==> src/rtl/decode_queue_pkg.sv <==
// decode_queue_pkg
//   Shared definitions for the decode stage: opcode constants, the canonical
//   decoded-instruction record and the 16-bit sign-extension helper.
//   decoded_t is sized for the widest supported datapath (XLEN_MAX/RBITS_MAX);
//   narrower instances zero-extend into it and slice back out.
package decode_queue_pkg;

    localparam int XLEN_MAX  = 64;
    localparam int RBITS_MAX = 8;

    localparam logic [5:0] OPCODE_ALUR = 6'h00;
    localparam logic [5:0] OPCODE_BEQ  = 6'h08;
    localparam logic [5:0] OPCODE_BLT  = 6'h09;
    localparam logic [5:0] OPCODE_BLE  = 6'h0A;
    localparam logic [5:0] OPCODE_BNE  = 6'h0B;
    localparam logic [5:0] OPCODE_JAL  = 6'h0C;
    localparam logic [5:0] OPCODE_LW   = 6'h12;
    localparam logic [5:0] OPCODE_SW   = 6'h1A;

    typedef struct packed {
        logic [XLEN_MAX-1:0]  pc;
        logic [5:0]           op;
        logic [7:0]           altop;
        logic [RBITS_MAX-1:0] rd;
        logic [RBITS_MAX-1:0] rs;
        logic [RBITS_MAX-1:0] rt;
        logic [XLEN_MAX-1:0]  imm;
        logic                 wr_en;
        logic                 is_branch;
        logic                 is_mem;
    } decoded_t;

    function automatic logic [XLEN_MAX-1:0] sext16(input logic [15:0] v);
        return {{(XLEN_MAX-16){v[15]}}, v};
    endfunction

endpackage

==> src/rtl/decode_queue_if.sv <==
// decode_queue_if
//   Fetch -> decode -> register-read handshake bundle.
//   Handshake rule: a beat transfers on a clock edge where its valid and the
//   matching ready are both 1 (fetch_valid/decode_ready for the fetch side,
//   decode_valid/rr_ready for the register-read side). decode_ready depends
//   only on registered occupancy, never on rr_ready. rr_flush discards all
//   queued work plus the same-cycle fetch beat; decode_flush mirrors it.
//   master: environment (fetch + register-read). slave: decode_queue.
interface decode_queue_if #(
    parameter int XLEN  = 32,
    parameter int RBITS = 4,
    parameter int DEPTH = 2
);
    localparam int CW = $clog2(DEPTH + 1);

    logic             fetch_valid;
    logic [XLEN-1:0]  fetch_pc;
    logic [31:0]      fetch_inst;
    logic             decode_ready;
    logic             rr_ready;
    logic             rr_flush;
    logic             decode_flush;
    logic             decode_valid;
    logic [XLEN-1:0]  decode_pc;
    logic [5:0]       decode_op;
    logic [7:0]       decode_altop;
    logic [RBITS-1:0] decode_rd;
    logic [RBITS-1:0] decode_rs;
    logic [RBITS-1:0] decode_rt;
    logic [XLEN-1:0]  decode_imm;
    logic             decode_wr_en;
    logic             decode_is_branch;
    logic             decode_is_mem;
    logic [CW-1:0]    decode_count;

    modport master (
        output fetch_valid, fetch_pc, fetch_inst, rr_ready, rr_flush,
        input  decode_ready, decode_flush, decode_valid, decode_pc, decode_op,
               decode_altop, decode_rd, decode_rs, decode_rt, decode_imm,
               decode_wr_en, decode_is_branch, decode_is_mem, decode_count
    );

    modport slave (
        input  fetch_valid, fetch_pc, fetch_inst, rr_ready, rr_flush,
        output decode_ready, decode_flush, decode_valid, decode_pc, decode_op,
               decode_altop, decode_rd, decode_rs, decode_rt, decode_imm,
               decode_wr_en, decode_is_branch, decode_is_mem, decode_count
    );

endinterface

==> src/rtl/decode_queue_fields.sv <==
// decode_fields
//   Purely combinational instruction decoder.
//   Ports: pc   - PC of the instruction (XLEN bits)
//          inst - raw 32-bit instruction
//          dec  - canonical decoded record (decoded_t, zero-extended to max widths)
module decode_fields
    import decode_queue_pkg::*;
#(
    parameter int XLEN = 32
) (
    input  logic [XLEN-1:0] pc,
    input  logic [31:0]     inst,
    output decoded_t        dec
);

    logic [5:0]      op;
    logic [7:0]      altop_f;
    logic [15:0]     imm16;
    logic [3:0]      rd_f;
    logic [3:0]      rs_f;
    logic [3:0]      rt_f;
    logic [XLEN-1:0] simm;

    // Fields overlap on purpose: imm16 shares bits with altop and rd.
    assign op      = inst[31:26];
    assign altop_f = inst[25:18];
    assign imm16   = inst[23:8];
    assign rd_f    = inst[11:8];
    assign rs_f    = inst[7:4];
    assign rt_f    = inst[3:0];
    assign simm    = XLEN'(sext16(imm16));

    always_comb begin
        dec       = '0;
        dec.pc    = XLEN_MAX'(pc);
        dec.op    = op;
        dec.altop = altop_f;
        dec.rs    = RBITS_MAX'(rs_f);
        case (op)
            OPCODE_ALUR: begin
                dec.rd = RBITS_MAX'(rd_f);
                dec.rt = RBITS_MAX'(rt_f);
            end
            OPCODE_BEQ, OPCODE_BLT, OPCODE_BLE, OPCODE_BNE: begin
                dec.rt        = RBITS_MAX'(rt_f);
                // Target wraps modulo 2^XLEN before widening.
                dec.imm       = XLEN_MAX'(pc + XLEN'(4) + (simm << 2));
                dec.is_branch = 1'b1;
            end
            OPCODE_JAL: begin
                dec.rd        = RBITS_MAX'(rt_f);
                dec.imm       = XLEN_MAX'(simm << 2);
                dec.is_branch = 1'b1;
            end
            OPCODE_LW: begin
                dec.rd     = RBITS_MAX'(rt_f);
                dec.imm    = XLEN_MAX'(simm);
                dec.is_mem = 1'b1;
            end
            OPCODE_SW: begin
                dec.rt     = RBITS_MAX'(rt_f);
                dec.imm    = XLEN_MAX'(simm);
                dec.is_mem = 1'b1;
            end
            default: begin
                // ALU-immediate: the opcode itself selects the operation.
                dec.rt    = RBITS_MAX'(rt_f);
                dec.imm   = XLEN_MAX'(simm);
                dec.altop = {2'b00, op};
            end
        endcase
        dec.wr_en = (dec.rd != '0);
    end

endmodule

==> src/rtl/decode_queue.sv <==
// decode_queue
//   Decode stage with a DEPTH-entry FIFO between fetch and register-read.
//   Ports: i_clk   - clock
//          i_reset - asynchronous active-high reset
//          bus     - decode_queue_if.slave (fetch beat in, decoded head out,
//                    occupancy in decode_count)
//   An accepted beat is visible at the head no earlier than the next cycle.
//   While empty, every head field reads 0.
module decode_queue
    import decode_queue_pkg::*;
#(
    parameter int XLEN  = 32,
    parameter int RBITS = 4,
    parameter int DEPTH = 2
) (
    input logic           i_clk,
    input logic           i_reset,
    decode_queue_if.slave bus
);

    localparam int CW = $clog2(DEPTH + 1);
    localparam int PW = (DEPTH > 1) ? $clog2(DEPTH) : 1;

    decoded_t      mem [DEPTH];
    decoded_t      dec;
    logic [PW-1:0] wr_ptr;
    logic [PW-1:0] rd_ptr;
    logic [CW-1:0] count;
    logic          empty;
    logic          enq;
    logic          deq;

    decode_fields #(.XLEN(XLEN)) u_fields (
        .pc   (bus.fetch_pc),
        .inst (bus.fetch_inst),
        .dec  (dec)
    );

    // DEPTH need not be a power of two, so wrap explicitly.
    function automatic logic [PW-1:0] bump(input logic [PW-1:0] p);
        return (p == PW'(DEPTH - 1)) ? '0 : p + PW'(1);
    endfunction

    assign empty            = (count == '0);
    assign bus.decode_ready = (count < CW'(DEPTH));
    assign bus.decode_flush = bus.rr_flush;
    assign bus.decode_count = count;
    // Flush wins over both sides of the handshake.
    assign enq = bus.fetch_valid & bus.decode_ready & ~bus.rr_flush;
    assign deq = ~empty & bus.rr_ready & ~bus.rr_flush;

    always_ff @(posedge i_clk or posedge i_reset) begin
        if (i_reset) begin
            wr_ptr <= '0;
            rd_ptr <= '0;
            count  <= '0;
        end else if (bus.rr_flush) begin
            wr_ptr <= '0;
            rd_ptr <= '0;
            count  <= '0;
        end else begin
            if (enq) wr_ptr <= bump(wr_ptr);
            if (deq) rd_ptr <= bump(rd_ptr);
            case ({enq, deq})
                2'b10:   count <= count + CW'(1);
                2'b01:   count <= count - CW'(1);
                default: count <= count;
            endcase
        end
    end

    // Storage needs no reset: occupancy alone decides what is visible.
    always_ff @(posedge i_clk) begin
        if (enq) mem[wr_ptr] <= dec;
    end

    always_comb begin
        bus.decode_valid     = ~empty;
        bus.decode_pc        = '0;
        bus.decode_op        = '0;
        bus.decode_altop     = '0;
        bus.decode_rd        = '0;
        bus.decode_rs        = '0;
        bus.decode_rt        = '0;
        bus.decode_imm       = '0;
        bus.decode_wr_en     = 1'b0;
        bus.decode_is_branch = 1'b0;
        bus.decode_is_mem    = 1'b0;
        if (!empty) begin
            bus.decode_pc        = mem[rd_ptr].pc[XLEN-1:0];
            bus.decode_op        = mem[rd_ptr].op;
            bus.decode_altop     = mem[rd_ptr].altop;
            bus.decode_rd        = mem[rd_ptr].rd[RBITS-1:0];
            bus.decode_rs        = mem[rd_ptr].rs[RBITS-1:0];
            bus.decode_rt        = mem[rd_ptr].rt[RBITS-1:0];
            bus.decode_imm       = mem[rd_ptr].imm[XLEN-1:0];
            bus.decode_wr_en     = mem[rd_ptr].wr_en;
            bus.decode_is_branch = mem[rd_ptr].is_branch;
            bus.decode_is_mem    = mem[rd_ptr].is_mem;
        end
    end

endmodule

==> src/flat_wrapper.sv <==
// flat-port wrapper written by rule: the top's interface ports become plain ports
module decode_queue_flat import decode_queue_pkg::*;
#(
    parameter int XLEN  = 32,
    parameter int RBITS = 4,
    parameter int DEPTH = 2
)
  (i_clk, i_reset, bus_fetch_valid, bus_fetch_pc, bus_fetch_inst, bus_rr_ready, bus_rr_flush, bus_decode_ready, bus_decode_flush, bus_decode_valid, bus_decode_pc, bus_decode_op, bus_decode_altop, bus_decode_rd, bus_decode_rs, bus_decode_rt, bus_decode_imm, bus_decode_wr_en, bus_decode_is_branch, bus_decode_is_mem, bus_decode_count);
  decode_queue_if #(.XLEN(XLEN), .RBITS(RBITS), .DEPTH(DEPTH)) bus_i ();
  input logic i_clk;
  input logic i_reset;
  input wire logic [$bits(bus_i.fetch_valid)-1:0] bus_fetch_valid;
  input wire logic [$bits(bus_i.fetch_pc)-1:0] bus_fetch_pc;
  input wire logic [$bits(bus_i.fetch_inst)-1:0] bus_fetch_inst;
  input wire logic [$bits(bus_i.rr_ready)-1:0] bus_rr_ready;
  input wire logic [$bits(bus_i.rr_flush)-1:0] bus_rr_flush;
  output wire logic [$bits(bus_i.decode_ready)-1:0] bus_decode_ready;
  output wire logic [$bits(bus_i.decode_flush)-1:0] bus_decode_flush;
  output wire logic [$bits(bus_i.decode_valid)-1:0] bus_decode_valid;
  output wire logic [$bits(bus_i.decode_pc)-1:0] bus_decode_pc;
  output wire logic [$bits(bus_i.decode_op)-1:0] bus_decode_op;
  output wire logic [$bits(bus_i.decode_altop)-1:0] bus_decode_altop;
  output wire logic [$bits(bus_i.decode_rd)-1:0] bus_decode_rd;
  output wire logic [$bits(bus_i.decode_rs)-1:0] bus_decode_rs;
  output wire logic [$bits(bus_i.decode_rt)-1:0] bus_decode_rt;
  output wire logic [$bits(bus_i.decode_imm)-1:0] bus_decode_imm;
  output wire logic [$bits(bus_i.decode_wr_en)-1:0] bus_decode_wr_en;
  output wire logic [$bits(bus_i.decode_is_branch)-1:0] bus_decode_is_branch;
  output wire logic [$bits(bus_i.decode_is_mem)-1:0] bus_decode_is_mem;
  output wire logic [$bits(bus_i.decode_count)-1:0] bus_decode_count;
  assign bus_i.fetch_valid = bus_fetch_valid;
  assign bus_i.fetch_pc = bus_fetch_pc;
  assign bus_i.fetch_inst = bus_fetch_inst;
  assign bus_i.rr_ready = bus_rr_ready;
  assign bus_i.rr_flush = bus_rr_flush;
  assign bus_decode_ready = bus_i.decode_ready;
  assign bus_decode_flush = bus_i.decode_flush;
  assign bus_decode_valid = bus_i.decode_valid;
  assign bus_decode_pc = bus_i.decode_pc;
  assign bus_decode_op = bus_i.decode_op;
  assign bus_decode_altop = bus_i.decode_altop;
  assign bus_decode_rd = bus_i.decode_rd;
  assign bus_decode_rs = bus_i.decode_rs;
  assign bus_decode_rt = bus_i.decode_rt;
  assign bus_decode_imm = bus_i.decode_imm;
  assign bus_decode_wr_en = bus_i.decode_wr_en;
  assign bus_decode_is_branch = bus_i.decode_is_branch;
  assign bus_decode_is_mem = bus_i.decode_is_mem;
  assign bus_decode_count = bus_i.decode_count;
  decode_queue #(.XLEN(XLEN), .RBITS(RBITS), .DEPTH(DEPTH)) u_core (.i_clk(i_clk), .i_reset(i_reset), .bus(bus_i));
endmodule
==> config.mk <==
export PLATFORM = sky130hd
export DESIGN_NAME = decode_queue_flat
export DESIGN_NICKNAME = d
export VERILOG_FILES = /design/src/rtl/decode_queue_pkg.sv /design/src/rtl/decode_queue_if.sv /design/src/rtl/decode_queue_fields.sv /design/src/rtl/decode_queue.sv /design/src/flat_wrapper.sv
export SDC_FILE = /design/constraint.sdc
export NUM_CORES = 1
export LEC_CHECK = 0
export CORE_ASPECT_RATIO = 0.7
export CORE_MARGIN = 10
export CORE_UTILIZATION = 40
export DETAILED_ROUTE_END_ITERATION = 7
export PLACE_DENSITY = 0.72
export SYNTH_ARGS = -nofsm -noshare
export SYNTH_HDL_FRONTEND = slang
export SYNTH_HIERARCHICAL = 1
export SYNTH_SLANG_ARGS = --single-unit
export TNS_END_PERCENT = 1
==> constraint.sdc <==
create_clock -name i_clk -period 7.8 [get_ports i_clk]
set_input_delay 1.56 -clock i_clk [delete_from_list [all_inputs] [get_ports i_clk]]
set_output_delay 1.56 -clock i_clk [all_outputs]
set_load 0.005 [all_outputs]
### Cell placement

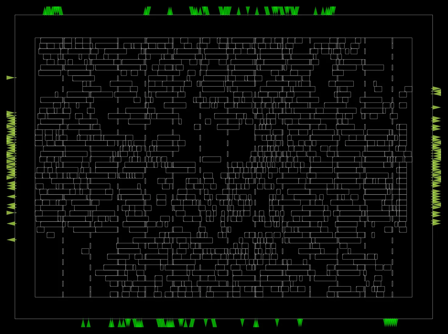
CORE AREA: 24,700 um^2
tap cells: 325

### Nets reached from selected ports

(2 px per um)
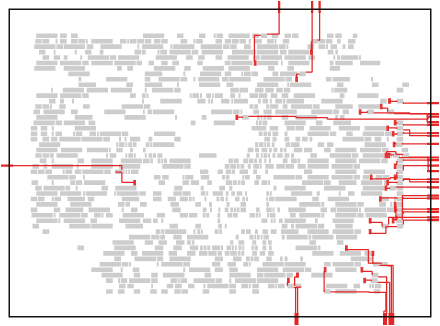
[red] bus_decode_imm | bits: 32 | direction: output | edge: 21 east, 7 south, 3 north, 1 west | end cells: 32 | buffers: 32 | wire: 930 um

### Routed metal, one color a layer

(2 px per um) Two of the layers only.
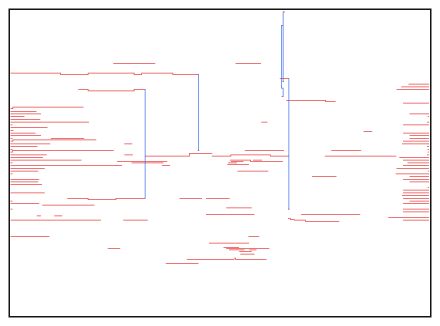
[blue] met4 | wire length: 229 um
[red] met3 | wire length: 1,810 um

==> impl_metrics.py <==
# Physical implementation metrics
metrics = {
    "worst_setup_path": {
        "crit_path_max_incr_delay_ns": 1.01,
        "rr_startpoint": "u_core/bus.decode_count[1]",
        "timing.critical_path.depth": 4,
        "timing.setup.critical_path_class": "flip-flop to output port",
        "cp_top_family": "buffers and inverters",
        "cp_num_buf_inv": 2,
        "worst_setup_path_startpoint": "u_core/rd_ptr",
        "worst-r2r-setup-slack_ns": 5.23,
        "timing.rr.end": "u_core/mem[0][119]",
        "worstSetupEndpoint": "bus_decode_is_mem",
        "start_kind": "flip-flop",
    },
    "final_layout": {
        "seq_cells": 190,
        "area_dominant_class": "sequential cells",
        "nNonClkInverters": 16,
        "instances_no_fill": 1258,
        "largest_register_by_flop_count": "u_core/mem",
        "layout-drive-gt1-share_pct": 5.26,
        "layout.nets": 1048,
        "seq_area_um2": 5690,
        "logic_area_um2": 3770,
        "n_antenna_cell": 1,
        "fin_util_pct": 49.4,
        "final_cell_mix": "edfxtp_1 (186), clkdlybuf4s50_1 (166), nor2_1 (119)",
    },
    "power_and_ir_drop": {
        "power.combinational.fraction_pct": 18.6,
        "power_report.internal_total_mw": 1.87,
        "power_switching_mw": 0.657,
        "p_per_area_nw_per_um2": 206,
        "power.sequential.fraction_pct": 47.3,
        "power.share.clock_pct": 34.0,
        "switching_share_pct": 26.0,
    },
    "drt": {
        "detail_route.vias_per_cell": 5.14,
        "first_pass_iters": 4,
        "routedWlPerCell_um": 20.1,
        "detail_route.drc_violations": 0,
        "route.met3.wl_um": 1810,
        "final_antenna_net_count": 0,
        "overall_via_count_from_detail_route": 6467,
        "met2_length_um": 10500,
        "first_iter_violations": 469,
        "dr.max_layer_used": "met4",
    },
    "clock_tree": {
        "htree_num_levels": 4,
        "insertion_delay_ns": 0.45,
        "clock_path_buffers": 2,
        "cts_setup_buffers": 0,
        "clock_tree_from_tritoncts": "done",
        "cts_buffers": 17,
        "clock_tree_root_driver_cell": "clkbuf_16",
        "clkTransAtPathRegs_ns": 0.06,
    },
    "global_route": {
        "grt_util_met3_pct": 5.09,
        "largest_net_degree_at_the_start_of_global_routing": 95,
        "antenna_found_initial": 1,
        "via_count_of_the_first_global_routing_pass": 6328,
        "met1_usage_pct": 22.8,
    },
    "placement": {
        "portBuffers": 166,
        "dp_hpwl_um": 18100,
        "gp_routability_congestion": 0.842,
        "dp_cells": 1225,
    },
    "timing": {
        "least_margin_pin_slew_ns": 1.17,
        "fmaxAchievable_ghz": 0.208,
        "worst_clock_skew_ns": 0.0118,
        "min_period_ns": 4.81,
    },
    "floorplanning": {
        "floorplan.io_pins": 167,
        "die_width_um": 210,
        "fp.dieArea_um2": 32100,
        "fp_util_pct": 40.8,
    },
    "synthesis": {
        "post_synth_instance_area_um2": 10100,
        "synthesis.yosys.warnings": 6,
    },
    "status": {
        "outcome": "complete, no violations",
    },
}
### Signal metal coverage by tile

(2 px per um) 21 x 15 tiles, from dark blue (low) to red (high), scaled to the fullest tile. Values are wire area over tile area, all layers added.
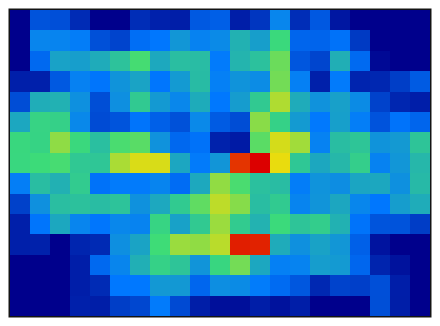
nearly empty tiles: 11%
mean over tiles: 0.12
tiles over half the peak: 9.8%

### Register map, names as in the netlist

(3 px per um) Other sequential cells in the stronger gray, the rest of the logic in the fainter gray.
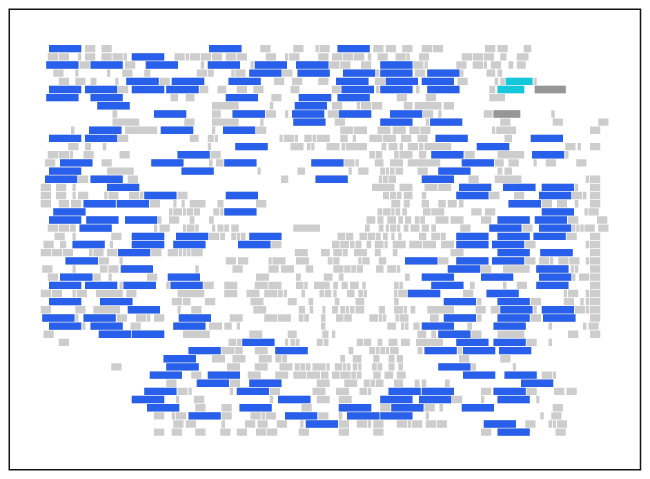
[cyan] u_core/bus.decode_count | flops: 2
[blue] u_core/mem | flops: 186 | where: spread over the die

metrics by stage:
stage	setup TNS, ns	area (um^2)	setup slack, ns
detailed placement	0	11600	2.57
floorplan	-77.72	10100	-0.836
global placement	0	11600	2.66
CTS	0	12200	2.92
global route	0	12200	2.73
finish	0	12200	2.99
power groups by stage:
stage	combinational [mW]	sequential (mW)	clock (mW)
after floorplan	0.305	1.21	0
after global placement	0.469	1.22	0
after detailed placement	0.471	1.22	0
after CTS	0.474	1.20	0.879
after global routing	0.520	1.20	0.919
final	0.470	1.19	0.858
tightest hold or removal path, delay by kind of cell (launching register included):
family,cells,cell delay (ns)
flops,1,0.40
simple gates,1,0.08
xor+xnor,1,0.08
Power is estimated from default activity; no workload was simulated.
